<file path="src/rtl/nettlp_tx_arbiter.sv">
// nettlp_tx_arbiter
//   Two-requester round-robin scheduler for the NetTLP Ethernet TX path. Picks either the
//   completion stream (PORT_CPL) or the memory-request stream (PORT_MR). For each granted packet
//   it emits one header-metadata beat (dport, per-stream seq, tstamp), then passes the granted
//   stream's payload beats straight through until tlast. Packets never interleave.
// Ports
//   clk156, sys_rst                  clock, asynchronous active-high reset
//   cpl_t* / mr_t*                   AXI-stream style requester inputs (64b data, 8b keep)
//   hdr_valid/ready, hdr_dport/seq/tstamp   header metadata handshake to the framer
//   out_t*                           payload stream to the framer
//   busy                             high whenever not idle
module nettlp_tx_arbiter #(
  parameter logic [15:0] PORT_CPL = 16'h3000,
  parameter logic [15:0] PORT_MR  = 16'h4000,
  parameter int unsigned SEQ_W    = 10
) (
  input  logic        clk156,
  input  logic        sys_rst,
  input  logic        cpl_tvalid,
  output logic        cpl_tready,
  input  logic [63:0] cpl_tdata,
  input  logic [7:0]  cpl_tkeep,
  input  logic        cpl_tlast,
  input  logic        mr_tvalid,
  output logic        mr_tready,
  input  logic [63:0] mr_tdata,
  input  logic [7:0]  mr_tkeep,
  input  logic        mr_tlast,
  output logic        hdr_valid,
  input  logic        hdr_ready,
  output logic [15:0] hdr_dport,
  output logic [15:0] hdr_seq,
  output logic [31:0] hdr_tstamp,
  output logic        out_tvalid,
  input  logic        out_tready,
  output logic [63:0] out_tdata,
  output logic [7:0]  out_tkeep,
  output logic        out_tlast,
  output logic        busy
);

  typedef enum logic [1:0] {StIdle, StHdr, StData} state_e;

  state_e             state_q, state_d;
  logic               gnt_q, gnt_d;        // 0: completion stream, 1: memory-request stream
  logic               rr_ptr_q, rr_ptr_d;  // stream preferred when both request
  logic [SEQ_W-1:0]   seq_cpl_q, seq_cpl_d;
  logic [SEQ_W-1:0]   seq_mr_q, seq_mr_d;
  logic [31:0]        tstamp_q, tstamp_d;
  logic [15:0]        hdr_dport_q, hdr_dport_d;
  logic [15:0]        hdr_seq_q, hdr_seq_d;
  logic [31:0]        hdr_tstamp_q, hdr_tstamp_d;

  logic               pick;
  logic               in_data;
  logic               gnt_tvalid;
  logic [63:0]        gnt_tdata;
  logic [7:0]         gnt_tkeep;
  logic               gnt_tlast;

  // Granted-stream view, only meaningful in StData.
  always_comb begin
    gnt_tvalid = gnt_q ? mr_tvalid : cpl_tvalid;
    gnt_tdata  = gnt_q ? mr_tdata  : cpl_tdata;
    gnt_tkeep  = gnt_q ? mr_tkeep  : cpl_tkeep;
    gnt_tlast  = gnt_q ? mr_tlast  : cpl_tlast;
  end

  always_comb begin
    state_d      = state_q;
    gnt_d        = gnt_q;
    rr_ptr_d     = rr_ptr_q;
    seq_cpl_d    = seq_cpl_q;
    seq_mr_d     = seq_mr_q;
    tstamp_d     = tstamp_q + 32'd1;
    hdr_dport_d  = hdr_dport_q;
    hdr_seq_d    = hdr_seq_q;
    hdr_tstamp_d = hdr_tstamp_q;
    pick         = 1'b0;
    unique case (state_q)
      StIdle: begin
        if (cpl_tvalid || mr_tvalid) begin
          // Sole requester wins; a tie goes to the round-robin pointer.
          pick         = (cpl_tvalid && mr_tvalid) ? rr_ptr_q : mr_tvalid;
          gnt_d        = pick;
          hdr_dport_d  = pick ? PORT_MR : PORT_CPL;
          hdr_seq_d    = pick ? 16'(seq_mr_q) : 16'(seq_cpl_q);
          hdr_tstamp_d = tstamp_q;
          state_d      = StHdr;
        end
      end
      StHdr: begin
        if (hdr_ready) state_d = StData;
      end
      StData: begin
        if (gnt_tvalid && out_tready && gnt_tlast) begin
          if (gnt_q) seq_mr_d  = seq_mr_q + SEQ_W'(1);
          else       seq_cpl_d = seq_cpl_q + SEQ_W'(1);
          rr_ptr_d = ~gnt_q;
          state_d  = StIdle;
        end
      end
      default: state_d = StIdle;
    endcase
  end

  always_ff @(posedge clk156 or posedge sys_rst) begin
    if (sys_rst) begin
      state_q      <= StIdle;
      gnt_q        <= 1'b0;
      rr_ptr_q     <= 1'b0;
      seq_cpl_q    <= '0;
      seq_mr_q     <= '0;
      tstamp_q     <= '0;
      hdr_dport_q  <= '0;
      hdr_seq_q    <= '0;
      hdr_tstamp_q <= '0;
    end else begin
      state_q      <= state_d;
      gnt_q        <= gnt_d;
      rr_ptr_q     <= rr_ptr_d;
      seq_cpl_q    <= seq_cpl_d;
      seq_mr_q     <= seq_mr_d;
      tstamp_q     <= tstamp_d;
      hdr_dport_q  <= hdr_dport_d;
      hdr_seq_q    <= hdr_seq_d;
      hdr_tstamp_q <= hdr_tstamp_d;
    end
  end

  // Payload path is a combinational pass-through while in StData; zero otherwise.
  always_comb begin
    in_data    = (state_q == StData);
    out_tvalid = in_data & gnt_tvalid;
    out_tdata  = in_data ? gnt_tdata : '0;
    out_tkeep  = in_data ? gnt_tkeep : '0;
    out_tlast  = in_data & gnt_tlast;
    cpl_tready = in_data & ~gnt_q & out_tready;
    mr_tready  = in_data &  gnt_q & out_tready;
    hdr_valid  = (state_q == StHdr);
    hdr_dport  = hdr_dport_q;
    hdr_seq    = hdr_seq_q;
    hdr_tstamp = hdr_tstamp_q;
    busy       = (state_q != StIdle);
  end

endmodule

</file>
<file path="config.mk">
export PLATFORM = sky130hd
export DESIGN_NAME = nettlp_tx_arbiter
export DESIGN_NICKNAME = d
export VERILOG_FILES = /design/src/rtl/nettlp_tx_arbiter.sv
export SDC_FILE = /design/constraint.sdc
export NUM_CORES = 1
export LEC_CHECK = 0
export ABC_AREA = 1
export ABC_CLOCK_PERIOD_IN_PS = 8200
export CORE_ASPECT_RATIO = 0.9
export CORE_MARGIN = 2
export CORE_UTILIZATION = 44
export CTS_CLUSTER_DIAMETER = 50
export DETAILED_ROUTE_END_ITERATION = 7
export GPL_ROUTABILITY_DRIVEN = 0
export GPL_TIMING_DRIVEN = 0
export PLACE_DENSITY = 0.88
export RECOVER_POWER = 100
export SKIP_CTS_REPAIR_TIMING = 1
export SLEW_MARGIN = 10
export SYNTH_ARGS = -nofsm -noshare
export SYNTH_HDL_FRONTEND = slang
export SYNTH_SLANG_ARGS = --single-unit
</file>
<file path="constraint.sdc">
create_clock -name clk156 -period 8.2 [get_ports clk156]
set_input_delay 2.46 -clock clk156 [delete_from_list [all_inputs] [get_ports clk156]]
set_output_delay 2.46 -clock clk156 [all_outputs]
set_load 0.05 [all_outputs]
</file>
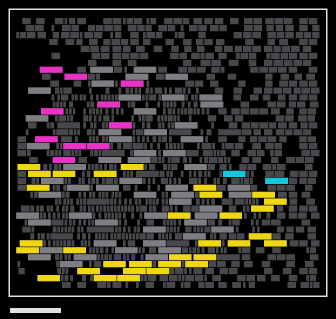
(sequential cells coloured by netlist name)
Scale bar: 20 um. Other sequential cells in the stronger grey, the rest of the logic in the fainter grey.
- state_q: cyan (placed flops 2)
- seq_mr_q: magenta (placed flops 10)
- hdr_tstamp: yellow (placed flops 32)
register area: 0.00248 mm^2
power in sequential cells: 563 uW
fraction of standard cell area that is sequential: 0.276
final design utilization: 0.709

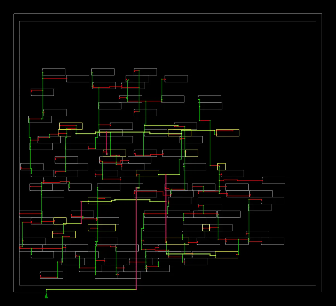
(clock routing)
TritonCTS Sinks: 99
sequential cells: 99
number of CTS-inserted buffers: 9

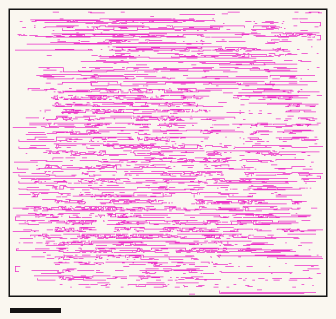
(signal wires on met1)
Scale bar: 20 um.
- main direction: horizontal
- nets with wire on the layer: 1045
- share of all routed wire: 38%
- wire length on this layer: 9350 um

==> impl_results.html <==
<h2>Implementation results</h2>
<table>
<tr><th>Metric</th><th>Value</th></tr>
<tr><th colspan="2">Route</th></tr>
<tr><td>Avg Vias per Cell</td><td>5.17</td></tr>
<tr><td>Number of nets with antenna violations after routing</td><td>0</td></tr>
<tr><td>Vias</td><td>6176</td></tr>
<tr><td>Average wire per standard cell</td><td>20.7 um</td></tr>
<tr><td>Routed wire length</td><td>24800 um</td></tr>
<tr><td>Number of DRC violations after detailed routing</td><td>0</td></tr>
<tr><td>First-pass iteration count of the detailed router</td><td>7</td></tr>
<tr><td>Initial DRC Count</td><td>422</td></tr>
<tr><th colspan="2">Global routing</th></tr>
<tr><td>Overall Global Routing Usage</td><td>0.355</td></tr>
<tr><td>Vias in the first global route</td><td>5868</td></tr>
<tr><td>Global-route wire length before repair</td><td>35300 um</td></tr>
<tr><td>Total gr overflow</td><td>0</td></tr>
<tr><td>Largest net degree at the start of global routing</td><td>56</td></tr>
<tr><td>Initial antenna violation count</td><td>4</td></tr>
<tr><th colspan="2">Finish</th></tr>
<tr><td>Buffers, non-clock</td><td>320</td></tr>
<tr><td>#MultiIn Comb</td><td>538</td></tr>
<tr><td>P&amp;R area growth vs syn</td><td>57.7%</td></tr>
<tr><td># diodes</td><td>3</td></tr>
<tr><td>Clock buffer cells</td><td>12</td></tr>
<tr><td>Fin nets</td><td>1179</td></tr>
<tr><td>Cell class with the largest area share</td><td>buffers</td></tr>
<tr><td>Summed area of non-filler cells in the final layout</td><td>0.00896 mm^2</td></tr>
<tr><td>Top library cells by usage in the layout, fill and taps aside</td><td>sky130_fd_sc_hd__nand2_1, sky130_fd_sc_hd__clkdlybuf4s50_1, sky130_fd_sc_hd__dlygate4sd3_1</td></tr>
<tr><td>Non-CTS inverters</td><td>56</td></tr>
<tr><td>Clock distribution area overhead in the final layout</td><td>0.0349</td></tr>
<tr><td>Tally of filler cells in the layout</td><td>987</td></tr>
<tr><td>Most common cell after layout, fill and taps aside</td><td>sky130_fd_sc_hd__nand2_1</td></tr>
<tr><td>Share of final-layout standard cells stronger than drive strength 1</td><td>0.0642</td></tr>
<tr><td>Combinational fraction of the cell area</td><td>0.300</td></tr>
<tr><td>Comb. cell area</td><td>0.00269 mm^2</td></tr>
<tr><td>Buffer share of cell area</td><td>0.342</td></tr>
<tr><th colspan="2">Synth</th></tr>
<tr><td>Post-synth tally of flip-flops with integrated enable</td><td>0</td></tr>
<tr><td>Register bit total from synthesis</td><td>99</td></tr>
<tr><td>Post-synthesis sequential area ratio</td><td>0.436</td></tr>
<tr><td>Cell area after synthesis</td><td>0.00568 mm^2</td></tr>
<tr><td>Main area contributors</td><td>sky130_fd_sc_hd__dfrtp_1, sky130_fd_sc_hd__nand2_1, sky130_fd_sc_hd__a22o_1, sky130_fd_sc_hd__nor2_1, sky130_fd_sc_hd__inv_1</td></tr>
<tr><td>Most used standard cell by instance count after synthesis</td><td>sky130_fd_sc_hd__nand2_1</td></tr>
<tr><td>Post-synth top area cell</td><td>sky130_fd_sc_hd__dfrtp_1</td></tr>
<tr><td>Area figure in the yosys stat output</td><td>0.00568 mm^2</td></tr>
<tr><td>Commonest cells post-synth</td><td>sky130_fd_sc_hd__nand2_1, sky130_fd_sc_hd__dfrtp_1, sky130_fd_sc_hd__a22o_1</td></tr>
<tr><td>Warnings from Yosys</td><td>0</td></tr>
<tr><td>Async set-reset flop share out of synthesis</td><td>1.00</td></tr>
<tr><td>Number of distinct standard cells referenced by the synthesized netlist</td><td>28</td></tr>
<tr><td>Average footprint of a synthesized cell</td><td>7.89 um^2</td></tr>
<tr><td>Dominant cell area share</td><td>0.436</td></tr>
<tr><td>Cells after synthesis</td><td>720</td></tr>
<tr><td>Number of cells in Yosys stat</td><td>720</td></tr>
<tr><td>Commonest flop</td><td>sky130_fd_sc_hd__dfrtp_1</td></tr>
<tr><th colspan="2">STA</th></tr>
<tr><td>RSZ-0062 raised after global routing</td><td>no</td></tr>
<tr><td>Count of final max-slew check failures</td><td>102</td></tr>
<tr><td>Post-route clock skew</td><td>0.0103 ns</td></tr>
<tr><td>Setup tns final</td><td>0 ns</td></tr>
<tr><td>Minimum clock period</td><td>7.01 ns</td></tr>
<tr><td>Actual slew at the worst max-slew pin</td><td>3.00 ns</td></tr>
<tr><td>Number of failing setup endpoints in the final timing report</td><td>0</td></tr>
<tr><td>Period Utilization, post-route</td><td>0.855</td></tr>
<tr><td>Maximum operating frequency</td><td>143 MHz</td></tr>
<tr><td>Final Hold Fails</td><td>0</td></tr>
<tr><td>Fin worst setup slack</td><td>1.19 ns</td></tr>
<tr><td>Max_slew headroom</td><td>-1.00</td></tr>
<tr><th colspan="2">Worst setup path</th></tr>
<tr><td>Number of cells on the worst reg-to-reg path</td><td>7</td></tr>
<tr><td>Critical path data required time</td><td>5.74 ns</td></tr>
<tr><td>Data arrival, critical path</td><td>4.55 ns</td></tr>
<tr><td>Type of destination of the critical path</td><td>output port</td></tr>
<tr><td>Max FO, Critical Path</td><td>3</td></tr>
<tr><td>WS Path Type</td><td>input port to output port</td></tr>
<tr><td>Worst Setup Start Kind</td><td>input port</td></tr>
<tr><th colspan="2">Floorplan</th></tr>
<tr><td>X dimension of the die</td><td>124 um</td></tr>
<tr><td>Inserted tap cell count</td><td>164</td></tr>
<tr><td>IO Pins</td><td>294</td></tr>
<tr><td>Chip area</td><td>0.0138 mm^2</td></tr>
<tr><td>Floorplan core area</td><td>0.0126 mm^2</td></tr>
<tr><td>Chip height</td><td>112 um</td></tr>
<tr><td>Std-Cell Rows</td><td>39</td></tr>
<tr><td>Initial core utilization</td><td>0.450</td></tr>
<tr><th colspan="2">Power</th></tr>
<tr><td>Internal power</td><td>1160 uW</td></tr>
<tr><td>Comb pwr share</td><td>0.541</td></tr>
<tr><td>Combinational group power</td><td>1190 uW</td></tr>
<tr><td>Peak supply drop</td><td>0.131 mV</td></tr>
<tr><td>Main power group</td><td>combinational logic</td></tr>
<tr><td>Net switching power figure</td><td>1050 uW</td></tr>
<tr><td>Ratio of total power to cell area</td><td>246 mW/mm^2</td></tr>
<tr><td>Switching share of power</td><td>0.476</td></tr>
<tr><td>Clock group share of total power</td><td>0.204</td></tr>
<tr><td>Post-route total power</td><td>2200 uW</td></tr>
<tr><td>Leakage</td><td>0.00451 uW</td></tr>
<tr><td>Seq pwr share</td><td>0.255</td></tr>
<tr><td>Power Clock</td><td>448 uW</td></tr>
<tr><th colspan="2">Placement</th></tr>
<tr><td>Setup slack after placement</td><td>1.45 ns</td></tr>
<tr><td>Placed Instance Area</td><td>0.00873 mm^2</td></tr>
<tr><td>Half-perimeter wire length after placement</td><td>20000 um</td></tr>
<tr><td>Count of buffers inserted at the top-level ports</td><td>274</td></tr>
<tr><th colspan="2">Clocking</th></tr>
<tr><td>Maximum clock insertion buffer count</td><td>2</td></tr>
<tr><td>CTS H-tree lvls</td><td>3</td></tr>
<tr><td>Clock slew at the register clock pins of the worst setup and hold paths</td><td>0.06 ns</td></tr>
<tr><td>TritonCTS clock tree</td><td>built</td></tr>
<tr><td>Clk root buf</td><td>sky130_fd_sc_hd__clkbuf_16</td></tr>
<tr><td>Insertion Delay late pin</td><td>0.35 ns</td></tr>
<tr><th colspan="2">Flow run</th></tr>
<tr><td>Number of max-cap violations</td><td>2</td></tr>
<tr><td>Tool warnings</td><td>26</td></tr>
<tr><th colspan="2">Outcome</th></tr>
<tr><td>Violated checks</td><td>max-capacitance violations, max-slew violations</td></tr>
<tr><td>Outcome</td><td>finished, violations left</td></tr>
<tr><th colspan="2">Hold path</th></tr>
<tr><td>Class of the worst hold path</td><td>flip-flop to flip-flop</td></tr>
<tr><td>Worst hold path stage count</td><td>2</td></tr>
</table>
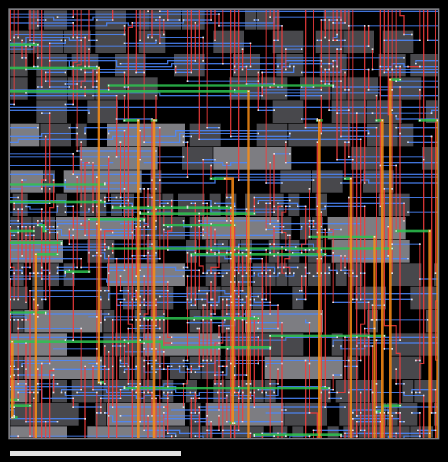
(layout detail)
Scale bar: 20 um. Window x 37 to 87, y 53 to 103 um. Cells in grey, sequential cells in the stronger grey; small squares are vias.
- M1: blue
- M4: orange
- M2: red
- M3: green
- netlist names of flops here include: seq_cpl_q (10), hdr_seq (5), seq_mr_q (3)
- most frequent: nand2_1 (73), clkdlybuf4s50_1 (23), dlygate4sd3_1 (21)
- cells with their middle in the window: 214
- sequential cells in the window: 20

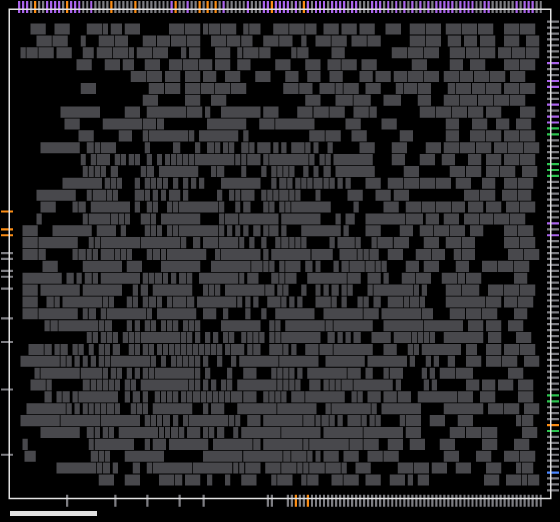
(pin placement)
Scale bar: 20 um. Pins as bars across the die edge, other pins in grey.
- hdr_seq: orange (pins 16; direction output; edge 10 top, 3 left, 2 bottom, 1 right)
- mr_tdata: purple (pins 64; direction input; edge 56 top, 8 right)
- cpl_tkeep: green (pins 8; direction input; edge right)
- busy: blue (pins 1; direction output; edge right)
- all pins by edge: 131 top, 80 right, 71 bottom, 12 left

logic make-up after synthesis:
group,count (synthesis),synth area share
compound gates,102,0.139
xor+xnor,26,0.0401
fa+ha+maj,3,0.00661
buf+inv,101,0.0949
flops,99,0.436
other cells,1,0.000660
simple gates,388,0.282
metal layers:
metal | wire (um) | track usage
met3 | 2110 | 0.0840
met4 | 1930 | 0.247
met2 | 11400 | 0.548
met1 | 9350 | 0.435
met5 | 0 | 0
worst paths after layout:
path,startpoint,endpoint,slack [ns]
max,cpl_tvalid,out_tvalid,1.19
min,hdr_tstamp[4]$_DFFE_PP0P_,hdr_tstamp[4]$_DFFE_PP0P_,0.46
max reg2reg,state_q[0]$_DFFE_PP0P_,hdr_tstamp[19]$_DFFE_PP0P_,6.15
min reg2reg,hdr_tstamp[4]$_DFFE_PP0P_,hdr_tstamp[4]$_DFFE_PP0P_,0.46
max in group asynchronous,sys_rst,hdr_tstamp[17]$_DFFE_PP0P_,1.60
min in group asynchronous,sys_rst,hdr_seq[6]$_DFFE_PP0P_,3.07
stage by stage:
stage | hold slack, ns | util | cells
2_1_floorplan | 0.441 | - | 738
5_1_grt | 0.487 | 0.709 | 1195
3_3_place_gp | 0.454 | 0.688 | 1176
6_report | 0.464 | 0.709 | 1195
3_5_place_dp | 0.458 | 0.691 | 1177
4_1_cts | 0.474 | 0.715 | 1192
worst max-delay path, cell delays in order:
cell                            delay [ns]
sky130_fd_sc_hd__dlygate4sd3_1        0.55
sky130_fd_sc_hd__inv_1                0.06
sky130_fd_sc_hd__o21ai_0              0.35
sky130_fd_sc_hd__inv_1                0.07
sky130_fd_sc_hd__nor2_1               0.17
sky130_fd_sc_hd__dlygate4sd3_1        0.90
No activity file was given, so power comes from the tool's default toggle rates.
